[src/rtl/ddr_arb_pkg.sv]
// Shared types and constants for the DDR burst arbiter.
// Holds the FSM state enum, beat size and address/level widths.
package ddr_arb_pkg;

  localparam int ADDR_W     = 28;
  localparam int DATA_W     = 256;
  localparam int LVL_W      = 9;
  localparam int BEAT_BYTES = 32;
  localparam int BEAT_SH    = $clog2(BEAT_BYTES);

  typedef enum logic [2:0] {
    IDLE,
    W_ADDR,
    W_DATA,
    W_RESP,
    R_ADDR,
    R_DATA
  } state_t;

endpackage

[src/rtl/ddr_burst_arbiter_vs_sync.sv]
// vs_sync_edge: 2-flop synchronizer plus rising-edge detect.
// Ports: clk, rst_n (async low), async_in, rise (1-cycle pulse).
module vs_sync_edge (
  input  logic clk,
  input  logic rst_n,
  input  logic async_in,
  output logic rise
);

  // sr[1:0] synchronize, sr[2] is the previous synchronized value
  logic [2:0] sr;

  always_ff @(posedge clk or negedge rst_n) begin
    if (!rst_n) sr <= '0;
    else        sr <= {sr[1:0], async_in};
  end

  assign rise = sr[1] & ~sr[2];

endmodule

[src/rtl/ddr_burst_arbiter.sv]
// Round-robin AXI4 burst arbiter between a write FIFO and a read FIFO
// for a video frame buffer in DDR.
// Ports: ddr_clk/rstn (async low); write FIFO pop side (wfifo_*);
// read FIFO push side (rfifo_*); vs_in/vs_out async frame syncs;
// AXI4 master AW/W/B/AR/R channels with fixed burst length.
// Option: define DDR_PINGPONG_EN for double-buffered frames.
module ddr_burst_arbiter
  import ddr_arb_pkg::*;
#(
  parameter int                BURST_LEN   = 16,
  parameter int                FRAME_BEATS = 64800,
  parameter int                RD_THRESH   = 256 - BURST_LEN,
  parameter logic [ADDR_W-1:0] WR_BASE     = '0,
  parameter logic [ADDR_W-1:0] RD_BASE     = '0
) (
  input  logic              ddr_clk,
  input  logic              rstn,
  input  logic [LVL_W-1:0]  wfifo_rd_water_level,
  output logic              wfifo_rd_req,
  input  logic [DATA_W-1:0] wfifo_rd_data256,
  input  logic [LVL_W-1:0]  rfifo_wr_water_level,
  output logic              rfifo_wr_req,
  output logic [DATA_W-1:0] rfifo_wr_data256,
  input  logic              vs_in,
  input  logic              vs_out,
  output logic [ADDR_W-1:0] awaddr,
  output logic [ADDR_W-1:0] araddr,
  output logic [7:0]        axi_len,
  output logic              awvalid,
  input  logic              awready,
  output logic [DATA_W-1:0] wdata,
  output logic              wvalid,
  input  logic              wready,
  output logic              wlast,
  input  logic              bvalid,
  output logic              bready,
  output logic              arvalid,
  input  logic              arready,
  input  logic [DATA_W-1:0] rdata,
  input  logic              rvalid,
  input  logic              rlast,
  output logic              rready
);

  localparam int CNT_W = $clog2(BURST_LEN);
  localparam int OFF_W = $clog2(FRAME_BEATS + BURST_LEN + 1);

  localparam logic [LVL_W-1:0]  WR_LVL    = LVL_W'(BURST_LEN);
  localparam logic [LVL_W-1:0]  RD_LVL    = LVL_W'(RD_THRESH);
  localparam logic [CNT_W-1:0]  LAST_BEAT = CNT_W'(BURST_LEN - 1);
  localparam logic [OFF_W-1:0]  STEP      = OFF_W'(BURST_LEN);
  localparam logic [OFF_W-1:0]  WRAP      = OFF_W'(FRAME_BEATS);

  state_t           state;
  state_t           state_nxt;
  logic [CNT_W-1:0] beat;
  logic [OFF_W-1:0] wr_off;
  logic [OFF_W-1:0] rd_off;
  logic [OFF_W-1:0] wr_step;
  logic [OFF_W-1:0] rd_step;
  logic             last_wr;
  logic             wr_flag;
  logic             rd_flag;
  logic             vs_in_rise;
  logic             vs_out_rise;
  logic             wr_elig;
  logic             rd_elig;
  logic             wr_apply;
  logic             rd_apply;
  logic             wr_done;
  logic             rd_done;
  logic [ADDR_W-1:0] wr_base_cur;
  logic [ADDR_W-1:0] rd_base_cur;

  vs_sync_edge u_vs_in (
    .clk      (ddr_clk),
    .rst_n    (rstn),
    .async_in (vs_in),
    .rise     (vs_in_rise)
  );

  vs_sync_edge u_vs_out (
    .clk      (ddr_clk),
    .rst_n    (rstn),
    .async_in (vs_out),
    .rise     (vs_out_rise)
  );

  assign wr_elig = wfifo_rd_water_level >= WR_LVL;
  assign rd_elig = rfifo_wr_water_level < RD_LVL;

  always_ff @(posedge ddr_clk or negedge rstn) begin
    if (!rstn) state <= IDLE;
    else       state <= state_nxt;
  end

  always_comb begin
    state_nxt = state;
    awvalid   = 1'b0;
    wvalid    = 1'b0;
    bready    = 1'b0;
    arvalid   = 1'b0;
    rready    = 1'b0;
    unique case (state)
      IDLE: begin
        // on a tie, serve whichever type did not go last
        if (wr_elig && (!rd_elig || !last_wr))
          state_nxt = W_ADDR;
        else if (rd_elig)
          state_nxt = R_ADDR;
      end
      W_ADDR: begin
        awvalid = 1'b1;
        if (awready) state_nxt = W_DATA;
      end
      W_DATA: begin
        wvalid = 1'b1;
        if (wready && beat == LAST_BEAT)
          state_nxt = W_RESP;
      end
      W_RESP: begin
        bready = 1'b1;
        if (bvalid) state_nxt = IDLE;
      end
      R_ADDR: begin
        arvalid = 1'b1;
        if (arready) state_nxt = R_DATA;
      end
      R_DATA: begin
        rready = 1'b1;
        if (rvalid && rlast) state_nxt = IDLE;
      end
      default: state_nxt = IDLE;
    endcase
  end

  assign wfifo_rd_req     = wvalid & wready;
  assign wlast            = wvalid & (beat == LAST_BEAT);
  assign wdata            = wfifo_rd_data256;
  assign rfifo_wr_req     = rready & rvalid;
  assign rfifo_wr_data256 = rdata;
  assign axi_len          = 8'(BURST_LEN - 1);

  always_ff @(posedge ddr_clk or negedge rstn) begin
    if (!rstn) begin
      beat <= '0;
    end else if (wfifo_rd_req) begin
      beat <= (beat == LAST_BEAT) ? '0 : beat + 1'b1;
    end
  end

  // reset value 0 means read went last, so write wins the first tie
  always_ff @(posedge ddr_clk or negedge rstn) begin
    if (!rstn) begin
      last_wr <= 1'b0;
    end else if (state == IDLE) begin
      if (state_nxt == W_ADDR)      last_wr <= 1'b1;
      else if (state_nxt == R_ADDR) last_wr <= 1'b0;
    end
  end

  // restarts only take effect between bursts; an edge landing in the
  // same cycle as the apply re-arms the flag for the next IDLE
  assign wr_apply = (state == IDLE) & wr_flag;
  assign rd_apply = (state == IDLE) & rd_flag;

  always_ff @(posedge ddr_clk or negedge rstn) begin
    if (!rstn) begin
      wr_flag <= 1'b0;
      rd_flag <= 1'b0;
    end else begin
      wr_flag <= vs_in_rise  | (wr_flag & ~wr_apply);
      rd_flag <= vs_out_rise | (rd_flag & ~rd_apply);
    end
  end

  assign wr_done = (state == W_RESP) & bvalid;
  assign rd_done = (state == R_DATA) & rvalid & rlast;
  assign wr_step = wr_off + STEP;
  assign rd_step = rd_off + STEP;

  always_ff @(posedge ddr_clk or negedge rstn) begin
    if (!rstn) begin
      wr_off <= '0;
      rd_off <= '0;
    end else begin
      if (wr_apply)     wr_off <= '0;
      else if (wr_done) wr_off <= (wr_step >= WRAP) ? '0 : wr_step;
      if (rd_apply)     rd_off <= '0;
      else if (rd_done) rd_off <= (rd_step >= WRAP) ? '0 : rd_step;
    end
  end

`ifdef DDR_PINGPONG_EN
  localparam logic [ADDR_W-1:0] FRAME_BYTES =
    ADDR_W'(FRAME_BEATS * BEAT_BYTES);

  logic wr_buf;
  logic rd_buf;
  logic done_buf;

  // done_buf starts on the buffer the writer is not filling, so an
  // early read restart never lands on the frame being written
  always_ff @(posedge ddr_clk or negedge rstn) begin
    if (!rstn) begin
      wr_buf   <= 1'b0;
      rd_buf   <= 1'b0;
      done_buf <= 1'b1;
    end else begin
      if (wr_apply) begin
        wr_buf   <= ~wr_buf;
        done_buf <= wr_buf;
      end
      if (rd_apply)
        rd_buf <= wr_apply ? wr_buf : done_buf;
    end
  end

  assign wr_base_cur = wr_buf ? WR_BASE + FRAME_BYTES : WR_BASE;
  assign rd_base_cur = rd_buf ? RD_BASE + FRAME_BYTES : RD_BASE;
`else
  assign wr_base_cur = WR_BASE;
  assign rd_base_cur = RD_BASE;
`endif

  // addresses come only from registers, so they stay put while valid
  assign awaddr = wr_base_cur + (ADDR_W'(wr_off) << BEAT_SH);
  assign araddr = rd_base_cur + (ADDR_W'(rd_off) << BEAT_SH);

endmodule

[config.mk]
export PLATFORM = sky130hd
export DESIGN_NAME = ddr_burst_arbiter
export DESIGN_NICKNAME = d
export VERILOG_FILES = /design/src/rtl/ddr_arb_pkg.sv /design/src/rtl/ddr_burst_arbiter_vs_sync.sv /design/src/rtl/ddr_burst_arbiter.sv
export SDC_FILE = /design/constraint.sdc
export NUM_CORES = 1
export LEC_CHECK = 0
export CAP_MARGIN = 20
export CORE_AREA = 5 5 429 431
export CTS_CLUSTER_DIAMETER = 40
export CTS_CLUSTER_SIZE = 10
export DETAILED_ROUTE_END_ITERATION = 7
export DIE_AREA = 0 0 434 436
export MAX_ROUTING_LAYER = met4
export PLACE_DENSITY_LB_ADDON = 0.2
export SLEW_MARGIN = 30
export SYNTH_ARGS = -nofsm -noshare
export SYNTH_HDL_FRONTEND = slang
export SYNTH_HIERARCHICAL = 1
export SYNTH_SLANG_ARGS = --single-unit
[constraint.sdc]
create_clock -name ddr_clk -period 2.15 [get_ports ddr_clk]
set_input_delay 0.3225 -clock ddr_clk [delete_from_list [all_inputs] [get_ports ddr_clk]]
set_output_delay 0.3225 -clock ddr_clk [all_outputs]
set_load 0.01 [all_outputs]
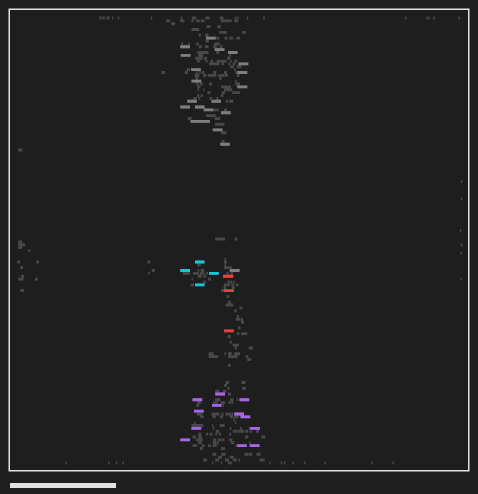
(images/flops_by_reg.png)
Scale bar: 100 um. Other sequential cells in the stronger gray, the rest of the logic in the fainter gray.
- red: state (placed flops 3)
- purple: wr_off (placed flops 12; where bottom middle)
- cyan: beat (placed flops 4; where middle)

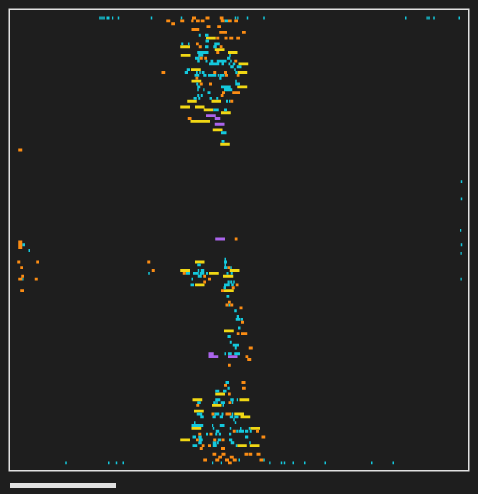
(images/placement_by_type.png)
Scale bar: 100 um.
- yellow: flops (cells 40)
- cyan: combinational and other logic (cells 238)
- purple: clock drivers and dummy loads (cells 7)
- orange: other buffers and delay cells (cells 110)

==> flow_metrics.tcl <==
# yosys + openroad results
set metrics [dict create \
    wl_met2_um 20800 \
    synthTopLogicFamily "buffers and inverters" \
    adder_share_pct 0.975 \
    nWellTaps 2370 \
    first_pass_iters 4 \
    clock_buffers 7 \
    drive_gt1_share_pct 22.8 \
    ys_ff 40 \
    nNonClkInverters 8 \
    rr_endpoint "rd_off[5]$_DFFE_PN0P_" \
    cellLeakagePower_nw 1.64 \
    insertion_delay_ns 0.31 \
    top_area_share_pct 64.6 \
    die_area_um2 189000 \
    ir_drop_uv 277 \
    mi_logic_area_um2 1380 \
    dr_total_vias 3308 \
    die_w_um 434 \
    edf_count 0 \
    fin_cells 2766 \
    async_flop_share_pct 100 \
    yosysWarnings 6 \
    clockNetworkAreaShare_pct 2.35 \
    timing.rr.start "rd_off[4]$_DFFE_PN0P_" \
    cts.clk_slew.worst_paths_ns 0.07 \
    grt_pass1_wl_um 59700 \
    vias_per_cell 1.20 \
    ys_chip_area_um2 6410 \
    finalHoldViolations 0 \
    logic_gates 230 \
    final_nets 940 \
    flop-count 40 \
    clkSinkCount 40 \
    cts.htree.levels 2 \
    path_buffers 2 \
    cp.arrival_ns 1.74 \
    grt_pass1_vias 3449 \
    place_inst 2752 \
    cp_top_family "buffers and inverters" \
    cts_root_buffer "clkbuf_16" \
    crit_path_end_kind "primary output" \
    min_from "u_vs_in/sr[0]$_DFF_PN0_" \
    synth.cellmix.compoundShare_pct 5.87 \
    worstSetupStartpointType "flip-flop" \
    p_per_area_nw_per_um2 480 \
    r2r_cells 7 \
    diodes 1 \
    finalPower_mw 3.12 \
    bufAreaShareNonClock_pct 14.8 \
    post_cts.repair.setup_buffers 1 \
    cp-endpoint "bready" \
    met1_usage_pct 3.40 \
    worst-path-stages 3 \
    grt_max_degree 41 \
    ys_seq_share_pct 15.6 \
    drt_iter0_drc 182 \
    drc 0 \
    top_cells_by_area "buf_4 (65%), dfrtp_1 (16%), xor2_1 (2.0%)" \
    warnings 37 \
    largest_cell_class "tap cells" \
    dp_hpwl_um 47100 \
    outcome "finished clean" \
    slew_violations 0 \
    reg2reg_slack_ns 0.13 \
    syn_area_per_cell_um2 8.00 \
    met2_usage_pct 7.10 \
    yosys_most_used_dff "dfrtp_1" \
    fmax_mhz 485 \
    critPathMaxFanout 7 \
    cts_hold_buf 1 \
    simple_gate_share_pct 8.86 \
    postSynthCellCount 802 \
    comb_area_share_pct 21.3 \
    wl_um 52100 \
    finalCritPeriodShare_pct 95.8 \
    crit_start "state[2]$_DFF_PN0_" \
    drt-met1-wl_um 11600 \
    crit_required_ns 1.83 \
    worst_path_largest_cell_delay_ns 0.56 \
    top_cell "buf_4" \
    layout_top_cells "buf_4 (61), clkdlybuf4s50_1 (43), conb_1 (40), dfrtp_1 (38), nand2_1 (31)" \
    numPortBuffers 51 \
    holdPathStages 0 \
    hp-class "flip-flop to flip-flop" \
    grt-ovfl-total 0 \
    tritoncts "built" \
    mux_area_share_pct 0 \
    core-area_um2 180000 \
    sh_seq_area_pct 15.4 \
    fin_skew_ns 0.0114 \
    antenna_found_initial 1 \
    rsz0062_at_grt "true" \
    syn_to_final_growth_pct 1.29 \
    synthXorXnorAreaFrac_pct 2.87 \
    cts_resized 5 \
    crit_chain "buf_4, and3b_2, clkdlybuf4s50_1" \
    cap_violations 0 \
    synth_cell_types 50 \
    layout_top_cell "buf_4" \
    ys_cells 802 \
    initial_core_util_pct 3.57 \
    cts_buffer_depth 2 \
    ios 1124 \
    cts_buffers 5 \
    finalSetupTns_ns 0 \
    met3_length_um 16100 \
    gp_congestion 0.640 \
    setup_viol 0 \
    top_layer_used "met4" \
    signal_buffers 110 \
    die_height_um 436 \
    synth.cells.most_frequent "buf_4 (552), dfrtp_1 (40), nand2_1 (33), nor2_1 (19), nand3_1 (17)" \
    wire_per_inst_um 18.8 \
    cp_slowest_cell "clkdlybuf4s50_1" \
    netlist_area_um2 6410 \
    crit_type "flip-flop to primary output" \
    antenna_left 0 \
    hold-worst-slack_ns 0.348 \
    worstHoldEndpoint "u_vs_in/sr[1]$_DFF_PN0_" \
    regArea_um2 1000 \
    row_count 156 \
    fillers 21300 \
    min_period_ns 2.06 \
    largest_area_cell "buf_4" \
]
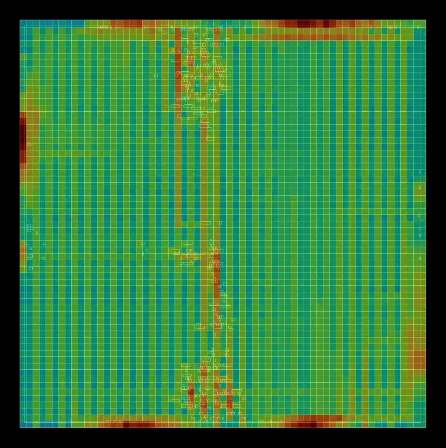
(images/congestion.png)
met3 GRT Util: 7.51%
Util after Layout: 3.61%
GR peak layer: met3
total track usage: 5.40%

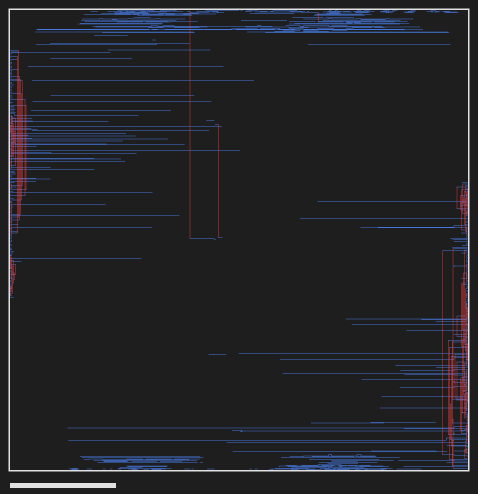
(images/wires.png)
Scale bar: 100 um. Only two layers are drawn.
- red: metal 4 (wire length 3540 um)
- blue: metal 3 (wire length 16100 um)

[power breakdown]
part           leakage [nW]  total [mW]  internal [mW]  switching [mW]
Combinational          1.04        1.27          0.564           0.703
Sequential            0.524        1.00          0.861           0.140
Clock                0.0760       0.850          0.489           0.361
[through the flow]
stage	worst slack [ns]	instance area, um2
detailed placement	-0.220	6240
global route	-0.0308	6500
floorplan	0.0269	6560
CTS	0.00208	6420
finish	0.0902	6500
global placement	-0.264	6240
[flip-flops by register name, indices dropped and copies added (netlist names)]
signal and flops:
rd_off 12, wr_off 12, beat 4, state 3, u_vs_in/sr 3, u_vs_out/sr 3
last_wr 1, rd_flag 1, wr_flag 1
No activity file was given, so power comes from the tool's default toggle rates.
